clocks.png
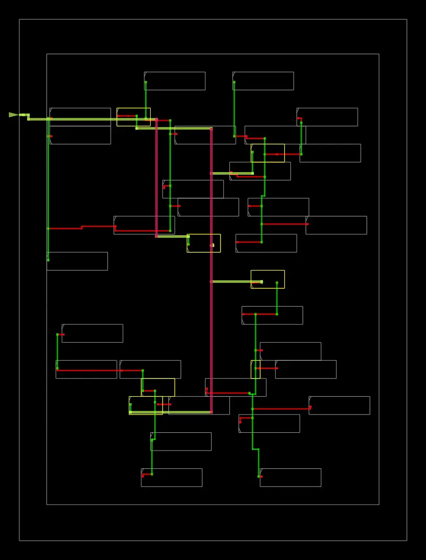
io_placement.png
Scale: 4 px per um. Pins as bars across the die edge, other pins in grey.
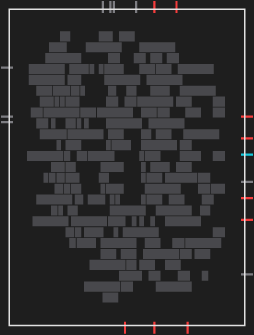
clk_routes.png
Scale: 8 px per um.
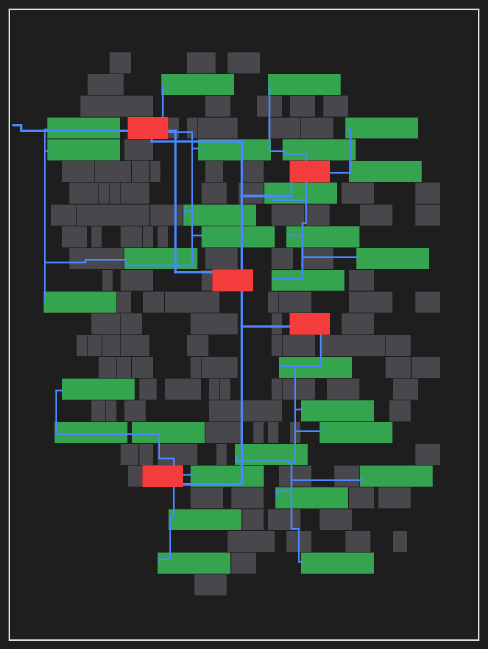
File: src/rtl/ep_paritychk_rx.sv
// ---------------------------------------------------------------------------
// ep_paritychk_rx
//   Receive end of the parity-protected serial link. It deserialises frames
//   (start bit, DATA_W data bits LSB-first, parity bit, stop bit) and checks
//   even or odd parity. Each received word is presented on a valid/ready
//   output port together with a parity-error tag.
//
// Optional feature macro: PARITY_ERR_CNT_EN
//   When defined, the CNT_W parameter and the err_clr/err_cnt ports exist.
//   err_cnt is a saturating count of parity-bad delivered words, framing
//   errors and overrun drops. When undefined, that logic is absent.
//
// Parameters
//   DATA_W       data bits per frame (>= 1)
//   CNT_W        error counter width (PARITY_ERR_CNT_EN only)
//
// Ports
//   clk          rising-edge clock
//   rst_n        asynchronous active-low reset
//   rx_bit_en    bit-time strobe; the line is sampled only when high
//   rx_line      serial line, idles high
//   odd_sel      0 = even parity expected, 1 = odd parity expected
//   out_data     received word
//   out_par_err  parity-error tag for out_data, qualified by out_valid
//   out_valid    word available
//   out_ready    consumer accepts when out_valid & out_ready
//   frm_err      1-cycle pulse: stop bit sampled low, frame discarded
//   ovr_err      1-cycle pulse: good frame dropped, output still occupied
//   err_clr      synchronous clear of err_cnt (PARITY_ERR_CNT_EN only)
//   err_cnt      saturating error count (PARITY_ERR_CNT_EN only)
// ---------------------------------------------------------------------------
module ep_paritychk_rx #(
    parameter int DATA_W = 9
`ifdef PARITY_ERR_CNT_EN
    ,
    parameter int CNT_W  = 8
`endif
) (
    input  logic              clk,
    input  logic              rst_n,
    input  logic              rx_bit_en,
    input  logic              rx_line,
    input  logic              odd_sel,
    output logic [DATA_W-1:0] out_data,
    output logic              out_par_err,
    output logic              out_valid,
    input  logic              out_ready,
    output logic              frm_err,
    output logic              ovr_err
`ifdef PARITY_ERR_CNT_EN
    ,
    input  logic              err_clr,
    output logic [CNT_W-1:0]  err_cnt
`endif
);

    typedef enum logic [1:0] {
        ST_IDLE   = 2'd0,
        ST_DATA   = 2'd1,
        ST_PARITY = 2'd2,
        ST_STOP   = 2'd3
    } state_t;

    // The bit counter needs at least one bit, even when DATA_W is 1.
    localparam int                BIT_CW   = (DATA_W > 1) ? $clog2(DATA_W) : 1;
    localparam logic [BIT_CW-1:0] BIT_LAST = BIT_CW'(DATA_W - 1);
    localparam logic [BIT_CW-1:0] BIT_ONE  = BIT_CW'(1);

    // Parity is bad when data plus parity bit do not give the selected sense.
    function automatic logic calc_par_bad(input logic [DATA_W-1:0] data,
                                          input logic              par_bit,
                                          input logic              odd);
        return ((^data) ^ par_bit) != odd;
    endfunction

    state_t              state_q, state_d;
    logic [BIT_CW-1:0]   bit_cnt_q, bit_cnt_d;
    logic [DATA_W-1:0]   shift_q, shift_d;
    logic                par_bit_q, par_bit_d;
    logic [DATA_W-1:0]   out_data_q, out_data_d;
    logic                out_par_err_q, out_par_err_d;
    logic                out_valid_q, out_valid_d;
    logic                frm_err_q, frm_err_d;
    logic                ovr_err_q, ovr_err_d;
    logic                stop_strobe_s;
    logic                par_bad_s;
    logic                load_s;

    // Frame FSM: walks start, data, parity and stop on bit strobes only.
    always_comb begin
        state_d       = state_q;
        bit_cnt_d     = bit_cnt_q;
        shift_d       = shift_q;
        par_bit_d     = par_bit_q;
        stop_strobe_s = 1'b0;
        if (rx_bit_en) begin
            case (state_q)
                ST_IDLE: begin
                    if (!rx_line) begin
                        state_d   = ST_DATA;
                        bit_cnt_d = '0;
                    end else begin
                        state_d   = ST_IDLE;
                    end
                end
                ST_DATA: begin
                    // Bits arrive LSB first, so each one lands at its counter index.
                    shift_d[bit_cnt_q] = rx_line;
                    if (bit_cnt_q == BIT_LAST) begin
                        state_d   = ST_PARITY;
                        bit_cnt_d = '0;
                    end else begin
                        bit_cnt_d = bit_cnt_q + BIT_ONE;
                    end
                end
                ST_PARITY: begin
                    par_bit_d = rx_line;
                    state_d   = ST_STOP;
                end
                ST_STOP: begin
                    stop_strobe_s = 1'b1;
                    state_d       = ST_IDLE;
                end
                default: begin
                    state_d = ST_IDLE;
                end
            endcase
        end else begin
            state_d = state_q;
        end
    end

    // Output slot: load on a good stop bit if the slot is free or draining now.
    always_comb begin
        par_bad_s     = calc_par_bad(shift_q, par_bit_q, odd_sel);
        load_s        = 1'b0;
        out_data_d    = out_data_q;
        out_par_err_d = out_par_err_q;
        out_valid_d   = out_valid_q & ~out_ready;
        frm_err_d     = 1'b0;
        ovr_err_d     = 1'b0;
        if (stop_strobe_s) begin
            if (!rx_line) begin
                frm_err_d = 1'b1;
            end else if (!out_valid_q || out_ready) begin
                load_s        = 1'b1;
                out_data_d    = shift_q;
                out_par_err_d = par_bad_s;
                out_valid_d   = 1'b1;
            end else begin
                ovr_err_d = 1'b1;
            end
        end else begin
            load_s = 1'b0;
        end
    end

    // State and datapath registers.
    always_ff @(posedge clk or negedge rst_n) begin
        if (!rst_n) begin
            state_q       <= ST_IDLE;
            bit_cnt_q     <= '0;
            shift_q       <= '0;
            par_bit_q     <= 1'b0;
            out_data_q    <= '0;
            out_par_err_q <= 1'b0;
            out_valid_q   <= 1'b0;
            frm_err_q     <= 1'b0;
            ovr_err_q     <= 1'b0;
        end else begin
            state_q       <= state_d;
            bit_cnt_q     <= bit_cnt_d;
            shift_q       <= shift_d;
            par_bit_q     <= par_bit_d;
            out_data_q    <= out_data_d;
            out_par_err_q <= out_par_err_d;
            out_valid_q   <= out_valid_d;
            frm_err_q     <= frm_err_d;
            ovr_err_q     <= ovr_err_d;
        end
    end

    assign out_data    = out_data_q;
    assign out_par_err = out_par_err_q;
    assign out_valid   = out_valid_q;
    assign frm_err     = frm_err_q;
    assign ovr_err     = ovr_err_q;

`ifdef PARITY_ERR_CNT_EN
    localparam logic [CNT_W-1:0] CNT_ONE = CNT_W'(1);

    logic [CNT_W-1:0] err_cnt_q, err_cnt_d;
    logic             err_evt_s;

    // Error counter: at most one event per frame; clear beats increment.
    always_comb begin
        err_evt_s = frm_err_d | ovr_err_d | (load_s & par_bad_s);
        if (err_clr) begin
            err_cnt_d = '0;
        end else if (err_evt_s && (err_cnt_q != '1)) begin
            err_cnt_d = err_cnt_q + CNT_ONE;
        end else begin
            err_cnt_d = err_cnt_q;
        end
    end

    // Error counter register.
    always_ff @(posedge clk or negedge rst_n) begin
        if (!rst_n) begin
            err_cnt_q <= '0;
        end else begin
            err_cnt_q <= err_cnt_d;
        end
    end

    assign err_cnt = err_cnt_q;
`endif

endmodule
File: config.mk
export PLATFORM = sky130hd
export DESIGN_NAME = ep_paritychk_rx
export DESIGN_NICKNAME = d
export VERILOG_FILES = /design/src/rtl/ep_paritychk_rx.sv
export SDC_FILE = /design/constraint.sdc
export NUM_CORES = 1
export LEC_CHECK = 0
export CELL_PAD_IN_SITES_DETAIL_PLACEMENT = 0
export CELL_PAD_IN_SITES_GLOBAL_PLACEMENT = 1
export CORE_ASPECT_RATIO = 1.4
export CORE_MARGIN = 4
export CORE_UTILIZATION = 39
export DETAILED_ROUTE_END_ITERATION = 6
export GPL_ROUTABILITY_DRIVEN = 0
export GPL_TIMING_DRIVEN = 0
export PLACE_DENSITY = 0.74
export SYNTH_ARGS = -nofsm -noshare
export SYNTH_HDL_FRONTEND = slang
export SYNTH_SLANG_ARGS = --single-unit
File: constraint.sdc
create_clock -name clk -period 1.5 [get_ports clk]
set_input_delay 0.375 -clock clk [delete_from_list [all_inputs] [get_ports clk]]
set_output_delay 0.375 -clock clk [all_outputs]
set_load 0.03 [all_outputs]
==> flow_summary.html <==
<h3>Run summary</h3>
<table>
<tr><th>Metric</th><th>Value</th></tr>
<tr><th colspan="2">Cells and area</th></tr>
<tr><td>Total number of nets in the final design</td><td>163</td></tr>
<tr><td>Register Area</td><td>between 700 and 800 um2</td></tr>
<tr><td>Clock tree cell share of total cell area</td><td>under 10%</td></tr>
<tr><td>Layout Cells excl Fill</td><td>189</td></tr>
<tr><td>Synthesis-to-finish area growth</td><td>35.2%</td></tr>
<tr><td>Post-route cell area</td><td>between 1500 and 2000 um2</td></tr>
<tr><td>Final sequential cell count</td><td>29</td></tr>
<tr><td>Antenna diode count</td><td>0</td></tr>
<tr><td>Flop share of the area</td><td>between 30% and 40%</td></tr>
<tr><td>Fill cells</td><td>317</td></tr>
<tr><td>Fraction of area in non-clock buffers</td><td>between 10% and 20%</td></tr>
<tr><td>End-of-flow core utilization</td><td>55.2%</td></tr>
<tr><td>Proportion of layout cells with a drive suffix above 1</td><td>between 30% and 40%</td></tr>
<tr><td>Leading cell kind</td><td>multi-input combinational cells</td></tr>
<tr><td>Count of inverters not on the clock network in the layout</td><td>6</td></tr>
<tr><td>Multi-input gates</td><td>about 76</td></tr>
<tr><td>Total of clock buffers placed in the layout</td><td>7</td></tr>
<tr><td>Combinational share of cell area</td><td>between 30 and 40%</td></tr>
<tr><td>Combinational cell area excluding buffers and inverters</td><td>around 740 um2</td></tr>
<tr><td>Count of plain and timing-repair buffers</td><td>31</td></tr>
<tr><th colspan="2">Floorplanning</th></tr>
<tr><td>Tap Count</td><td>about 40</td></tr>
<tr><td>Die Size</td><td>between 4000 and 5000 um2</td></tr>
<tr><td>Core footprint</td><td>roughly 3400 um2</td></tr>
<tr><td>Core Density at Floorplan</td><td>approximately 41%</td></tr>
<tr><td>Ports</td><td>19</td></tr>
<tr><td>Row count</td><td>25</td></tr>
<tr><th colspan="2">Detailed routing</th></tr>
<tr><td>Initial DRT Pass Iterations</td><td>3</td></tr>
<tr><td>Number of DRC violations after detailed routing</td><td>0</td></tr>
<tr><td>Total vias in the final route</td><td>925</td></tr>
<tr><td>Post-DRT Antenna Nets</td><td>0</td></tr>
<tr><td>Routed wirelength normalized by instance count</td><td>about 14 um</td></tr>
<tr><td>Iteration-0 DRC Markers</td><td>8</td></tr>
<tr><td>Post-detailed-routing wire length</td><td>between 2000 and 3000 um</td></tr>
<tr><td>Vias per Instance</td><td>~4.9</td></tr>
<tr><th colspan="2">Synthesis</th></tr>
<tr><td>Synthesized-area fraction occupied by adder cells</td><td>a little over 7%</td></tr>
<tr><td>Cells in synth_stat.txt</td><td>~110</td></tr>
<tr><td>Ys Warns</td><td>0</td></tr>
<tr><td>Chip area in the Yosys report</td><td>around 1400 um2</td></tr>
<tr><td>Synthesized netlist cell count</td><td>approximately 110</td></tr>
<tr><td>Commonest flop</td><td>dfrtp_1</td></tr>
<tr><td>Post-synthesis instance area</td><td>between 1000 and 1500 um2</td></tr>
<tr><td>Mean instance size in the synthesized netlist</td><td>approximately 12 um2</td></tr>
<tr><td>Ao+oa area frac</td><td>about 3.5%</td></tr>
<tr><td>Leading cell types by total area after synthesis</td><td>dfrtp_1 (52%), mux2_2 (16%), ha_1 (7.2%)</td></tr>
<tr><td>Share of the synthesized area in the top cell type</td><td>about 52%</td></tr>
<tr><td>Synth mux share</td><td>a little under a fifth</td></tr>
<tr><td>Proportion of register bits with asynchronous set or reset after synthesis</td><td>100%</td></tr>
<tr><td>Biggest area consumer among synthesized cells</td><td>dfrtp_1</td></tr>
<tr><td>Flip-flops with a built-in enable</td><td>0</td></tr>
<tr><td>Nets in the synthesized netlist</td><td>between 100 and 150</td></tr>
<tr><td>Top comb family, area</td><td>multiplexers</td></tr>
<tr><td>Sequential share of the synthesized area</td><td>52.2%</td></tr>
<tr><td>Post-Synth XOR/XNOR Area</td><td>6.65%</td></tr>
<tr><td>Post-synthesis simple-gate area fraction</td><td>around a tenth</td></tr>
<tr><td>Registers, synthesis</td><td>29</td></tr>
<tr><td>Number of different library cells in the post-synthesis netlist</td><td>25</td></tr>
<tr><th colspan="2">STA</th></tr>
<tr><td>Final-report max-slew violation count</td><td>0</td></tr>
<tr><td>Remaining max-slew budget at the tightest pin</td><td>a little under 60%</td></tr>
<tr><td>Final Setup Violations</td><td>1</td></tr>
<tr><td>Min Hold Slack</td><td>0.118 ns</td></tr>
<tr><td>F_max</td><td>~0.65 GHz</td></tr>
<tr><td>RSZ-0062 raised after global routing</td><td>true</td></tr>
<tr><td>Total Negative Setup Slacks</td><td>-0.0286 ns</td></tr>
<tr><td>Time the worst path needs with I/O delays and setup</td><td>approximately 1.5 ns</td></tr>
<tr><td>Final Cycle Share</td><td>102%</td></tr>
<tr><td>Slew of the pin with the lowest slew margin</td><td>0.634 ns</td></tr>
<tr><td>Number of hold-slack violations in the final timing report</td><td>0</td></tr>
<tr><td>Slack of the critical path</td><td>-0.0286 ns</td></tr>
<tr><th colspan="2">Worst setup path</th></tr>
<tr><td>Slowest stage cell on the critical path</td><td>xnor3_1</td></tr>
<tr><td>Setup slack, reg-to-reg</td><td>-0.03 ns</td></tr>
<tr><td>Critical Path, Cell by Cell</td><td>xnor2_1 -&gt; xnor2_1 -&gt; xnor3_1 -&gt; mux2_4</td></tr>
<tr><td>RR Endpoint</td><td>out_par_err$_DFFE_PN0P_</td></tr>
<tr><td>Startpoint type of the worst setup path</td><td>flop</td></tr>
<tr><td>Worst Setup End Kind</td><td>flop</td></tr>
<tr><td>Crit path buffers/inverters</td><td>0</td></tr>
<tr><td>Stages on worst setup path</td><td>4</td></tr>
<tr><td>Dominant cell type by count on the critical path</td><td>xnor2_1</td></tr>
<tr><td>Largest fanout on the critical path</td><td>2</td></tr>
<tr><td>Crit Path Category</td><td>flop to flop</td></tr>
<tr><td>Longest individual stage delay on the worst path</td><td>around 0.42 ns</td></tr>
<tr><td>Cell depth of the worst flop-to-flop path</td><td>4</td></tr>
<tr><td>Launch instance of the worst register-to-register path</td><td>shift_q[0]$_DFFE_PN0P_</td></tr>
<tr><td>Arrival time at the worst endpoint</td><td>approximately 1.7 ns</td></tr>
<tr><td>Required time of the critical path</td><td>1.66 ns</td></tr>
<tr><td>Worst setup path end</td><td>out_par_err$_DFFE_PN0P_</td></tr>
<tr><td>Top cell family by delay on the critical path</td><td>XOR/XNOR gates</td></tr>
<tr><td>Critical path origin</td><td>shift_q[0]$_DFFE_PN0P_</td></tr>
<tr><th colspan="2">Power and ir drop</th></tr>
<tr><td>Total power draw</td><td>around 3.3 mW</td></tr>
<tr><td>Worst VDD drop</td><td>around 1.0 mV</td></tr>
<tr><td>P_leak</td><td>approximately 0.93 nW</td></tr>
<tr><td>Total power per unit cell area</td><td>1760 nW/um2</td></tr>
<tr><th colspan="2">Clocking</th></tr>
<tr><td>Number of hold-repair buffers added at the cts stage</td><td>0</td></tr>
<tr><td>H-tree levels</td><td>2</td></tr>
<tr><td>Longest Clk Path Bufs</td><td>2</td></tr>
<tr><td>CTS clock-pin slew for the worst setup and hold paths</td><td>about 0.06 ns</td></tr>
<tr><td>Clock tree from TritonCTS</td><td>built</td></tr>
<tr><td>Clock root cell</td><td>clkbuf_8</td></tr>
<tr><td>Count of clock tree sinks</td><td>29</td></tr>
<tr><th colspan="2">Place</th></tr>
<tr><td>Total placed instance area</td><td>1630 um2</td></tr>
<tr><td>Detailed placer's ending HPWL</td><td>approximately 1800 um</td></tr>
<tr><td>Number of cells after detailed placement</td><td>~170</td></tr>
<tr><td>Placement Setup Slack</td><td>-0.472 ns</td></tr>
<tr><td>Port buffer count</td><td>18</td></tr>
<tr><th colspan="2">Global routing</th></tr>
<tr><td>Remaining global-route overflow</td><td>0</td></tr>
<tr><td>Number of antenna violations at the first check in global routing</td><td>0</td></tr>
<tr><td>Largest net degree at the start of global routing</td><td>30</td></tr>
<tr><td>Number of global-route vias before repair</td><td>just over 1k</td></tr>
<tr><td>Global-route wire length before repair</td><td>roughly 4500 um</td></tr>
<tr><td>GRT Util Overall</td><td>roughly an eighth</td></tr>
<tr><th colspan="2">Hold path</th></tr>
<tr><td>Path class of the lowest-slack min-delay path</td><td>primary input to async pin</td></tr>
<tr><th colspan="2">Flow run</th></tr>
<tr><td>Tool warnings</td><td>35</td></tr>
<tr><td>Max Cap Viol</td><td>0</td></tr>
<tr><th colspan="2">Run status</th></tr>
<tr><td>Status</td><td>finished with violations</td></tr>
<tr><td>Violations in the final reports</td><td>negative setup slack</td></tr>
</table>
Back to the opening pictures, clocks.png:
number of clock buffers inserted by TritonCTS: 5
worst-case clock skew: 0.00654 ns
insertion delay at the late pin of the worst-skew pair: 0.28 ns

Back to the opening pictures, io_placement.png:
red -> out_data  # pins 9, direction output, edge 4 right, 3 bottom, 2 top
cyan -> out_par_err  # pins 1, direction output, edge right
Horiz. Die Dim: 58.5 um
Chip Height: 78.7 um

Back to the opening pictures, clk_routes.png:
green -> flip-flops  # count 29
red -> clock drivers  # count 5
blue -> clock wires  # length 366 um
routed clock nets = 6

-- layout by cell type, fill, tap and decap left out, types with 2 or more instances in the layout --
cell type / synthesis / final
dfrtp_1: 29 / 29
mux2_2: 20 / 20
dlygate4sd2_1: 0 / 15
nand2_1: 14 / 13
buf_4: 0 / 10
xnor2_1: 7 / 6
clkbuf_8: 0 / 6
ha_1: 8 / 5
inv_1: 6 / 4
o21ai_0: 5 / 3
ha_4: 0 / 3
inv_2: 0 / 2
nand3_2: 0 / 2
nand2b_1: 2 / 2
nor2_1: 2 / 2
clkbuf_1: 1 / 2
buf_6: 0 / 2
o21ai_1: 0 / 2
mux2i_1: 2 / 2
clkdlybuf4s50_1: 0 / 2
-- state kept, by name (all words and copies together), names as in the netlist --
register and count:
bit_cnt_q 4, frm_err 1, out_data 9, out_par_err 1
out_valid 1, ovr_err 1, par_bit_q 1, shift_q 9
state_q 2
-- Yosys cell counts, types with 2 or more instances --
cell,n
o21ai_0,5
nand3_1,3
mux2_2,20
inv_1,6
nor2_1,2
nand2b_1,2
nand2_1,14
dfrtp_1,29
mux2i_1,2
nor2b_1,2
ha_1,8
xnor2_1,7
-- power by group --
part / switching, mW / leakage, nW / internal [mW]
logic: 0.716 / 0.495 / 0.835
clock network: 0.264 / 0.0443 / 0.362
registers: 0.141 / 0.386 / 0.999
total: 1.12 / 0.925 / 2.20
-- repair_timing --
action	CTS	global route
gates resized	30	12
endpoints found under the hold margin	0	0
endpoints found under the setup margin	65	19
pin swaps	6	4
gates cloned	0	1
buffers inserted	10	0
-- metal layers --
metal	global-route usage, %	share of wire [%]	vias up
li1	-	-	453
met1	13.9	39	450
met2	22.6	54	15
met3	4.61	4.4	7
met4	6.96	2.3	0
met5	0	0	-
Power figures rest on the tool's default switching activity, not on a simulated workload.
